File: config.mk
export PLATFORM = sky130hd
export DESIGN_NAME = l2_port_arbiter
export DESIGN_NICKNAME = d
export VERILOG_FILES = /design/src/rtl/l2_port_arbiter_pkg.sv /design/src/rtl/rr_arbiter2.sv /design/src/rtl/l2_port_arbiter.sv
export SDC_FILE = /design/constraint.sdc
export NUM_CORES = 1
export LEC_CHECK = 0
export CORE_AREA = 2 2 546 548
export CTS_CLUSTER_DIAMETER = 40
export DETAILED_ROUTE_END_ITERATION = 7
export DIE_AREA = 0 0 548 550
export PLACE_DENSITY = 0.3
export SYNTH_ARGS = -nofsm -noshare
export SYNTH_HDL_FRONTEND = slang
export SYNTH_HIERARCHICAL = 1
export SYNTH_SLANG_ARGS = --single-unit
File: constraint.sdc
create_clock -name clk -period 1.8 [get_ports clk]
set_clock_uncertainty 0.2 [all_clocks]
set_input_delay 0.36 -clock clk [delete_from_list [all_inputs] [get_ports clk]]
set_output_delay 0.36 -clock clk [all_outputs]
set_load 0.01 [all_outputs]
File: src/rtl/l2_port_arbiter_pkg.sv
// rtl/l2_port_arbiter_pkg.sv - shared types and line geometry for the L2 port arbiter
package l2_arb_types;

    localparam int L2_ADDR_WIDTH = 32;
    localparam int L2_LINE_WIDTH = 256;

    typedef enum logic [1:0] {
        IDLE,
        SERVE_I,
        SERVE_D
    } arb_state_t;

    typedef enum logic {
        REQ_I,
        REQ_D
    } requester_t;

    typedef struct packed {
        logic [L2_ADDR_WIDTH-1:0] address;
        logic                     read;
        logic                     write;
        logic [L2_LINE_WIDTH-1:0] wdata;
    } line_req_t;

endpackage

File: src/rtl/rr_arbiter2.sv
// rtl/rr_arbiter2.sv - combinational two-way grant (I vs D), round-robin or fixed D priority
module rr_arbiter2
    import l2_arb_types::*;
#(
    parameter bit D_PRIORITY = 1'b0
) (
    input  logic [1:0] req,
    input  requester_t last_grant,
    output logic       grant_valid,
    output requester_t grant
);

    // req[0] is the I-cache, req[1] the D-cache
    always_comb begin
        grant_valid = |req;
        grant       = REQ_I;
        if (req == 2'b11) begin
            grant = (D_PRIORITY || last_grant == REQ_I) ? REQ_D : REQ_I;
        end else if (req[1]) begin
            grant = REQ_D;
        end
    end

endmodule

File: src/rtl/l2_port_arbiter.sv
// rtl/l2_port_arbiter.sv - shares the L2 port between I-cache and D-cache, one line transaction at a time
module l2_port_arbiter
    import l2_arb_types::*;
#(
    parameter int ADDR_WIDTH = L2_ADDR_WIDTH,
    parameter int LINE_WIDTH = L2_LINE_WIDTH,
    parameter int D_PRIORITY = 0
) (
    input  logic                  clk,
    input  logic                  rst,
    input  logic [ADDR_WIDTH-1:0] i_address,
    input  logic                  i_read,
    output logic [LINE_WIDTH-1:0] i_rdata,
    output logic                  i_resp,
    input  logic [ADDR_WIDTH-1:0] d_address,
    input  logic                  d_read,
    input  logic                  d_write,
    input  logic [LINE_WIDTH-1:0] d_wdata,
    output logic [LINE_WIDTH-1:0] d_rdata,
    output logic                  d_resp,
    output logic [ADDR_WIDTH-1:0] mem_address,
    output logic                  mem_read,
    output logic                  mem_write,
    output logic [LINE_WIDTH-1:0] mem_wdata,
    input  logic [LINE_WIDTH-1:0] mem_rdata,
    input  logic                  mem_resp
);

    if (ADDR_WIDTH != L2_ADDR_WIDTH || LINE_WIDTH != L2_LINE_WIDTH) begin : g_bad_geometry
        $error("l2_port_arbiter widths must match l2_arb_types line geometry");
    end

    arb_state_t state;
    requester_t last_grant;
    line_req_t  req_q;
    line_req_t  i_line;
    line_req_t  d_line;
    logic       grant_valid;
    requester_t grant;

    rr_arbiter2 #(
        .D_PRIORITY(D_PRIORITY != 0)
    ) u_rr (
        .req        ({d_read | d_write, i_read}),
        .last_grant (last_grant),
        .grant_valid(grant_valid),
        .grant      (grant)
    );

    // A simultaneous D read and write is illegal; the write is taken
    always_comb begin
        i_line.address = i_address;
        i_line.read    = 1'b1;
        i_line.write   = 1'b0;
        i_line.wdata   = '0;
        d_line.address = d_address;
        d_line.read    = d_read & ~d_write;
        d_line.write   = d_write;
        d_line.wdata   = d_wdata;
    end

    always_ff @(posedge clk) begin
        if (rst) begin
            state      <= IDLE;
            last_grant <= REQ_D;
            req_q      <= '0;
        end else begin
            case (state)
                IDLE: begin
                    if (grant_valid) begin
                        last_grant <= grant;
                        if (grant == REQ_D) begin
                            state <= SERVE_D;
                            req_q <= d_line;
                        end else begin
                            state <= SERVE_I;
                            req_q <= i_line;
                        end
                    end
                end
                SERVE_I, SERVE_D: begin
                    if (mem_resp) begin
                        state       <= IDLE;
                        req_q.read  <= 1'b0;
                        req_q.write <= 1'b0;
                    end
                end
                default: state <= IDLE;
            endcase
        end
    end

    assign mem_address = req_q.address;
    assign mem_read    = req_q.read;
    assign mem_write   = req_q.write;
    assign mem_wdata   = req_q.wdata;

    assign i_resp  = (state == SERVE_I) && mem_resp;
    assign d_resp  = (state == SERVE_D) && mem_resp;
    assign i_rdata = mem_rdata;
    assign d_rdata = mem_rdata;

    a_no_resp_in_idle: assert property (@(posedge clk) disable iff (rst)
        !(state == IDLE && mem_resp));
    a_no_d_read_write: assert property (@(posedge clk) disable iff (rst)
        !(d_read && d_write));

endmodule

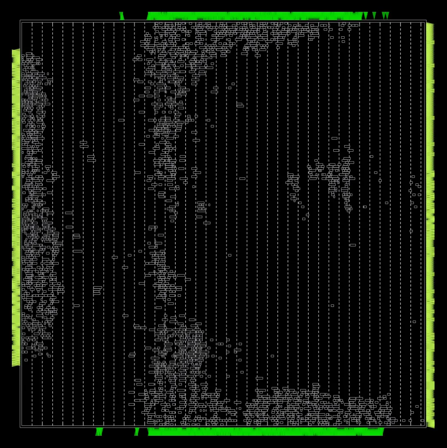
placement.png
Core ar.: 295500 sq um
cell row count: 200
Layout fillers: 33656
final cell count without fillers: 6277

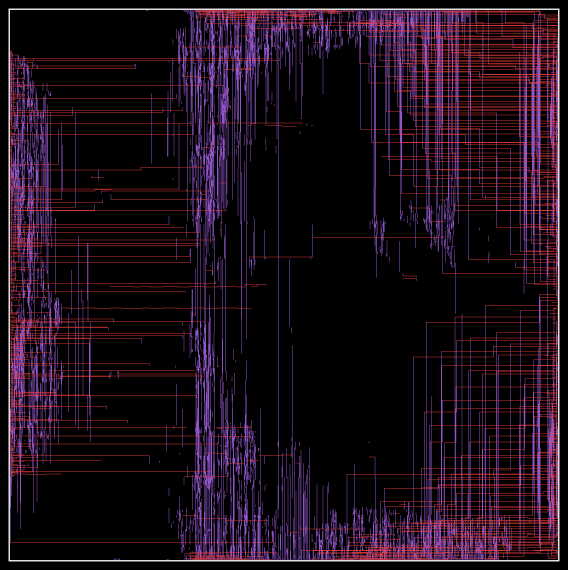
wires.png
Drawn at 1 px/um. Two of the layers only.
layer	color	wire length
metal 2	purple	75.3 mm
metal 3	red	35.6 mm

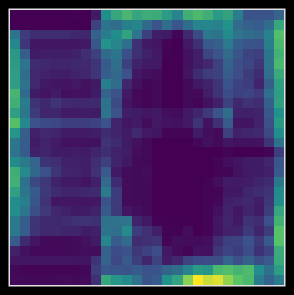
metal_density.png
Drawn at 0.5 px/um. The die is cut into 27 by 28 equal tiles; dark purple is low, yellow is high, scaled to the fullest tile. Values are wire area over tile area, all layers added.
fullest tile	0.56
nearly empty tiles	15%
densest ninth of the die	north-east
mean over tiles	0.10
emptiest ninth of the die	center
tiles over half the peak	7.8%
post-DR wirelength/cell: 26.65 um
total routing usage reported by global routing: 0.1015
count of vias placed by the detailed router: 15140
Total Routed Length: 167300 um

==> flow report <==
===================================================================================
Clock group share of total power                                              0.429
Internal power summed over all cells                                       25600 uW
Global route total overflow                                                       0
WHS                                                                      0.07535 ns
Dominant comb cell                                                     buffers and inverters
Measured slew at the worst slew-check pin                                 0.4447 ns
M2 GR Usage                                                                  0.1615
Crit end category                                                       output port
Non-clock buffering overhead in the final layout                             0.3443
Nature of the critical path startpoint                                     register
Number of clock-tree buffers in the layout                                      121
Final Hold Violation Tally                                                        0
Area growth, synth to finish                                                 131.7%
Number of diodes added for antenna fixing                                         2
Number of ordinary inverters in the final layout                                  4
TNS Setup                                                                 -40.41 ns
Final setup vio count                                                           292
Count of instantiated cells in the yosys netlist                               1832
CTS root buffer                                                        sky130_fd_sc_hd__clkbuf_16
Average via count per standard cell                                           2.412
Arrival time reported for the critical path endpoint                        1.52 ns
Post-CTS sizing                                                                1196
Adder-cell share of the synthesized area                                   0.003368
Number of warning messages in the yosys log                                       6
Placer's final routability congestion estimate                               0.7671
Worst Hold Launch                                                      d_wdata[204]
Yosys cell types                                                                 26
Static leakage                                                           0.01248 uW
Most common cell type on the critical path                             sky130_fd_sc_hd__buf_6
Clock distribution power                                                   16500 uW
Post-placement cell area                                                24220 sq um
Violations in the final reports                                        negative setup slack
Worst Setup Slack, final                                                 -0.2787 ns
Met3 Usage GRT                                                               0.1032
Unrepaired setup endpoints after global routing                                 yes
Reg-to-reg slack, setup                                                    -0.21 ns
Global-route layer with the greatest usage                                     met2
Complex-gate fraction of the synthesized area                                0.1139
Worst-Skew Late Latency                                                     0.66 ns
Placed Cells                                                                   5888
Worst slack, placed                                                      -0.8021 ns
Number of enable flip-flop cells                                                  0
Cts-stage hold buffer count                                                      87
Buffering stage count on the worst path with inverters included                   3
Count of max-cap constraint violations                                            0
Layout cells sized above 1                                                   0.6567
Share of the synthesized area in the top cell type                           0.3948
Worst relative slew slack                                                    0.7035
Via count of the first global-routing pass                                    14886
Fraction of standard cell area that is sequential                            0.1858
Die outline area                                                       301400 sq um
Die Ht                                                                       550 um
Top contributor to total power                                                clock
Leading cell type in the layout, fill and taps excluded                sky130_fd_sc_hd__clkdlybuf4s50_1
Number of cells on the critical path                                              5
Family with the most delay on the worst path                             flip-flops
Switching fraction of total power                                            0.3336
Dominant flop cell                                                     sky130_fd_sc_hd__dfxtp_1
Seq power                                                                   8130 uW
Cell depth of the worst hold path                                                 3
VDD IR max                                                                 585.4 uV
Worst min path class                                                   input port to register
Post-layout power                                                          38410 uW
Storage cell area                                                        6399 sq um
Share of final layout cell area taken by clock buffers and inverters        0.09023
Detailed-placement wirelength estimate                                    135700 um
Number of instances in the synthesized netlist                                 1832
Seq cells                                                                       293
Top cells by count                                                     530 x sky130_fd_sc_hd__buf_4, 293 x sky130_fd_sc_hd__dfxtp_1, 260 x sky130_fd_sc_hd__a21oi_1
Chip area in the Yosys report                                           14860 sq um
Number of buffers inserted by port buffering                                    617
Final Max Slew Viols                                                              0
Fraction of area in multi-input gates                                        0.2359
Relative contribution of sequential cells to total power                      0.212
Routed length on met1                                                      49410 um
Worst Reg2Reg Path Length in Cells                                               11
Status                                                                 finished with violations
===================================================================================
Power is estimated from default activity; no workload was simulated.
